### src/rtl/pipe_stage_elastic_pkg.sv
// Shared constants for the elastic pipeline register.
package pipe_stage_elastic_pkg;

  localparam int MAX_STAGES = 8;

endpackage

### src/rtl/pipe_stage_elastic_slot.sv
// One register slot of the elastic pipeline: a valid bit plus a payload register.
module pipe_slot #(
  parameter int DATA_W = 32
) (
  input  logic              clk,
  input  logic              rst,
  input  logic              load,
  input  logic              clear,
  input  logic              next_valid,
  input  logic [DATA_W-1:0] next_data,
  output logic              valid,
  output logic [DATA_W-1:0] data
);

  // Bubbles never overwrite the payload, so an invalid load leaves data alone.
  always_ff @(posedge clk or posedge rst) begin
    if (rst) begin
      valid <= 1'b0;
      data  <= '0;
    end else if (clear) begin
      valid <= 1'b0;
    end else if (load) begin
      valid <= next_valid;
      if (next_valid) begin
        data <= next_data;
      end
    end
  end

endmodule

### src/rtl/pipe_stage_elastic.sv
// Elastic valid/ready pipeline register with STAGES slots, bubble collapsing,
// synchronous flush and occupancy count. in_ready depends combinationally on out_ready.
module pipe_stage_elastic
  import pipe_stage_elastic_pkg::*;
#(
  parameter int DATA_W = 32,
  parameter int STAGES = 1,
  parameter int CNT_W  = $clog2(STAGES + 1)
) (
  input  logic              clk,
  input  logic              rst,
  input  logic              in_valid,
  input  logic [DATA_W-1:0] in_data,
  output logic              in_ready,
  output logic              out_valid,
  output logic [DATA_W-1:0] out_data,
  input  logic              out_ready,
  input  logic              flush,
  output logic [CNT_W-1:0]  count,
  output logic              empty
);

  if (STAGES < 1 || STAGES > MAX_STAGES) begin : g_bad_stages
    $error("pipe_stage_elastic: STAGES must be in 1..%0d", MAX_STAGES);
  end

  logic [STAGES-1:0] valid;
  logic [DATA_W-1:0] data [STAGES];
  logic [STAGES:0]   adv;
  logic [CNT_W-1:0]  count_q;
  logic              in_xfer;
  logic              out_xfer;

  // Ready chain walks back from the output: a slot advances if it is empty or its successor advances.
  always_comb begin
    adv         = '0;
    adv[STAGES] = out_ready;
    for (int i = STAGES - 1; i >= 0; i--) begin
      adv[i] = !valid[i] || adv[i+1];
    end
  end

  for (genvar i = 0; i < STAGES; i++) begin : g_slot
    logic              slot_next_valid;
    logic [DATA_W-1:0] slot_next_data;

    if (i == 0) begin : g_head
      assign slot_next_valid = in_valid && !flush;
      assign slot_next_data  = in_data;
    end else begin : g_body
      assign slot_next_valid = valid[i-1];
      assign slot_next_data  = data[i-1];
    end

    pipe_slot #(
      .DATA_W(DATA_W)
    ) u_slot (
      .clk       (clk),
      .rst       (rst),
      .load      (adv[i]),
      .clear     (flush),
      .next_valid(slot_next_valid),
      .next_data (slot_next_data),
      .valid     (valid[i]),
      .data      (data[i])
    );
  end

  assign in_ready  = adv[0] && !flush;
  assign out_valid = valid[STAGES-1];
  assign out_data  = data[STAGES-1];

  assign in_xfer  = in_valid && in_ready;
  assign out_xfer = out_valid && out_ready;

  // A downstream handshake during flush is still consumed; flush just zeroes the count.
  always_ff @(posedge clk or posedge rst) begin
    if (rst) begin
      count_q <= '0;
    end else if (flush) begin
      count_q <= '0;
    end else begin
      count_q <= count_q + CNT_W'(in_xfer) - CNT_W'(out_xfer);
    end
  end

  assign count = count_q;
  assign empty = (count_q == '0);

endmodule

### config.mk
export PLATFORM = sky130hd
export DESIGN_NAME = pipe_stage_elastic
export DESIGN_NICKNAME = d
export VERILOG_FILES = /design/src/rtl/pipe_stage_elastic_pkg.sv /design/src/rtl/pipe_stage_elastic_slot.sv /design/src/rtl/pipe_stage_elastic.sv
export SDC_FILE = /design/constraint.sdc
export NUM_CORES = 1
export LEC_CHECK = 0
export CAP_MARGIN = 0
export CORE_MARGIN = 1.5
export CORE_UTILIZATION = 41
export DETAILED_ROUTE_END_ITERATION = 8
export PLACE_DENSITY_LB_ADDON = 0.12
export SETUP_SLACK_MARGIN = 0.15
export SYNTH_ARGS = -nofsm -noshare
export SYNTH_HDL_FRONTEND = slang
export SYNTH_SLANG_ARGS = --single-unit
### constraint.sdc
create_clock -name clk -period 2.25 [get_ports clk]
set_input_delay 0.675 -clock clk [delete_from_list [all_inputs] [get_ports clk]]
set_output_delay 0.675 -clock clk [all_outputs]
set_load 0.005 [all_outputs]
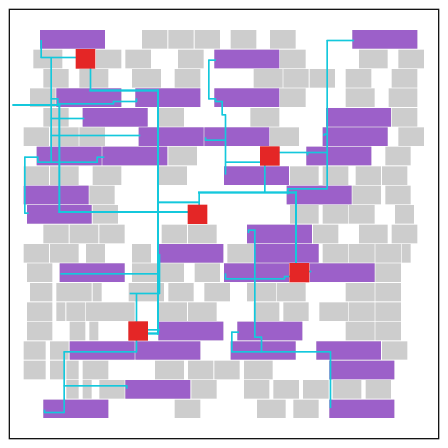
Fig. 1. Clock distribution (run 1).
legend:
  clock wires:
    color: cyan
    length: 395 um
  clock drivers:
    color: red
    count: 5
  flip-flops:
    color: purple
    count: 34
flops lie: widely spread
Layout Skew: 0.00434 ns
Insertion Delay late pin: 0.33 ns

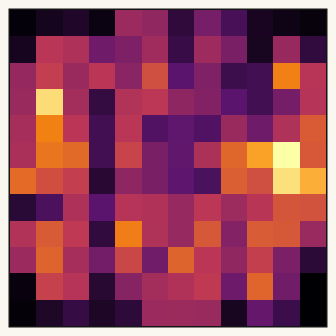
Fig. 2. Wire density map (run 1).
12 x 12 tiles, from black (low) to pale yellow (high), scaled to the fullest tile. Values are wire area over tile area, all layers added.
fullest tile: 0.33
nearly empty tiles: 3.5%
tiles over half the peak: 24%
GRT Util Overall: 16.7%
drt wl/cell: 13.1 um

==> deck_impl_summary.md <==
Flow Results at a Glance

Worst setup path
  • Startpoint Class: input pin
  • CP Launch Point: out_ready
  • Crit path cell chain: dlygate4sd2_1 -> nor2b_4 -> nor2_1 -> dlygate4sd2_1
  • Reg-to-Reg Start: g_slot[0].u_slot.valid
  • Top cell by count, worst path: dlygate4sd2_1
  • R2r setup slk: 0.63 ns
  • Crit path capture: in_ready
  • Reg2reg path depth: 5
  • Worst path required time: 1.57 ns
  • Worst EP arrival: 1.36 ns

Final layout
  • Final net count: 199
  • Flops: 34
  • Layout cells sized above 1: 28.0%
  • Data buffer area share: 35.4%
  • Synth-to-Final Area Change: 63.3%
  • Post-route insts no fill: 205
  • Register area: 851 sq um
  • N_diodes: 0
  • Design area: 2170 sq um

Timing
  • Final worst setup slack: 0.218 ns
  • Final hold violation count: 0
  • Unrepaired setup endpoints after global routing: no
  • Worst Max-Slew Pin Slew: 0.417 ns
  • Max Clk Rate: 0.492 GHz
  • Hold slack: 0.511 ns
  • Fin crit share: 90.3%

Yosys
  • Area leader, netlist: dfrtp_1
  • Register share after synthesis: 64.2%
  • Syn Nets: 118
  • Area leader share: 64.2%
  • Flops & latches, synth: 34
  • Post-Synthesis Cells: 81
  • Chip Area, Yosys: 1330 sq um
  • Cell area after synthesis: 1330 sq um
  • Yosys cell count: 81

Global routing
  • Vias in the first global route: 1002
  • GRT met2 Usage: 29.8%
  • Initial antenna violation count: 0
  • Met1 usage: 16.6%
  • Routing usage on met3: 6.28%

Clocking
  • Root Buffer Master: clkbuf_4
  • Clk slew on worst S/H paths: 0.09 ns
  • Maximum buffer depth of the clock tree: 2
  • H-tree levels: 2
  • Hold buffers post-CTS: 0
  • TritonCTS clock tree: built
  • Sink count of the clock tree: 34

Power and ir drop
  • P_sw: 344 uW
  • Reg power frac: 50.2%
  • Clock power frac: 21.1%
  • Internal Pwr Total: 1170 uW
  • Peak supply drop: 367 uV

Detailed routing
  • DR DRC count: 0
  • Routed Antenna Nets: 0
  • Iter 0 DRT Violations: 12
  • Vias: 934

Place
  • Placed cell count: 199
  • Gpl congestion: 0.673
  • Number of port buffers: 72

Die
  • Pre-Place Util: 43.4%
  • Die area: 3590 sq um
  • Die H: 59.9 um
  • Core area: 3050 sq um
  • Tapcell Cnt: 44
  • Die width: 59.9 um

Worst hold path
  • Min-Delay Path Class: reg -> reg

Job
  • Log Warnings: 26

Outcome
  • Status: finished clean
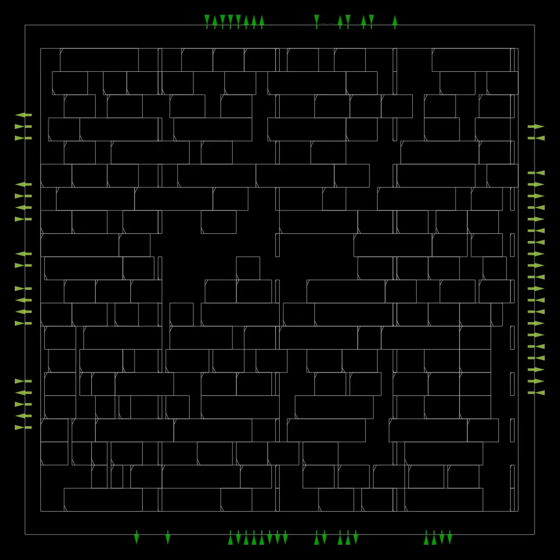
Fig. 3. Cell placement (run 1).
Fill cells: 249
Seq/total area: 39.3%
Site Rows: 20

==> run 1: flip-flops by register name, indices dropped and copies added, names as in the netlist <==
| register | cells |
|---|---|
| count | 1 |
| g_slot.u_slot.data | 32 |
| g_slot.u_slot.valid | 1 |
==> run 1: Yosys cell counts, drive strengths merged <==
cell type  count
buf            3
nor3b          1
and3           1
nor2           3
nor2b          1
nor3           1
nand3b         1
mux2          32
a21oi          1
inv            2
nand2b         1
dfrtp         34
==> run 1: cells in the final DEF (no fill, tap or decap) <==
cell type,n
clkdlybuf4s50_1,69
nor2_1,3
nor2b_4,1
clkbuf_8,1
dfrtp_1,34
and3_1,1
a21oi_1,1
buf_12,1
nand3b_1,1
mux2_2,32
inv_1,2
clkbuf_4,5
dlygate4sd2_1,3
nor3_1,1
nor3b_4,1
buf_4,4
nand2b_1,1
==> run 1: cells by family (layout without fill, tap and decap cells) <==
kind of cell	after synthesis	count (layout)	synth area share (%)
flip-flops	34	34	64.2
multiplexers	32	32	27.2
AND/OR/NAND/NOR	9	9	5.19
buffers and inverters	5	85	3.11
AND-OR/OR-AND	1	1	0.377
==> run 1: metal layers <==
layer / part of all wire (%) / vias to the layer above
li1: - / 439
met1: 36 / 442
met2: 52 / 46
met3: 9.7 / 7
met4: 2.2 / 0
met5: 0 / -
==> run 1: worst max-delay path: cells and delay by family <==
kind / cells / cell delay (ns)
and+or+nand+nor: 2 / 0.16
buffers and inverters: 2 / 0.52
==> run 1: power groups by stage <==
stage / Combinational (uW) / Sequential, uW / Clock, uW
2_1_floorplan: 131 / 781 / 0
3_3_place_gp: 431 / 767 / 0
3_5_place_dp: 442 / 775 / 0
4_1_cts: 442 / 762 / 335
5_1_grt: 468 / 775 / 357
6_report: 433 / 760 / 320
No activity file was given, so power comes from the tool's default toggle rates.
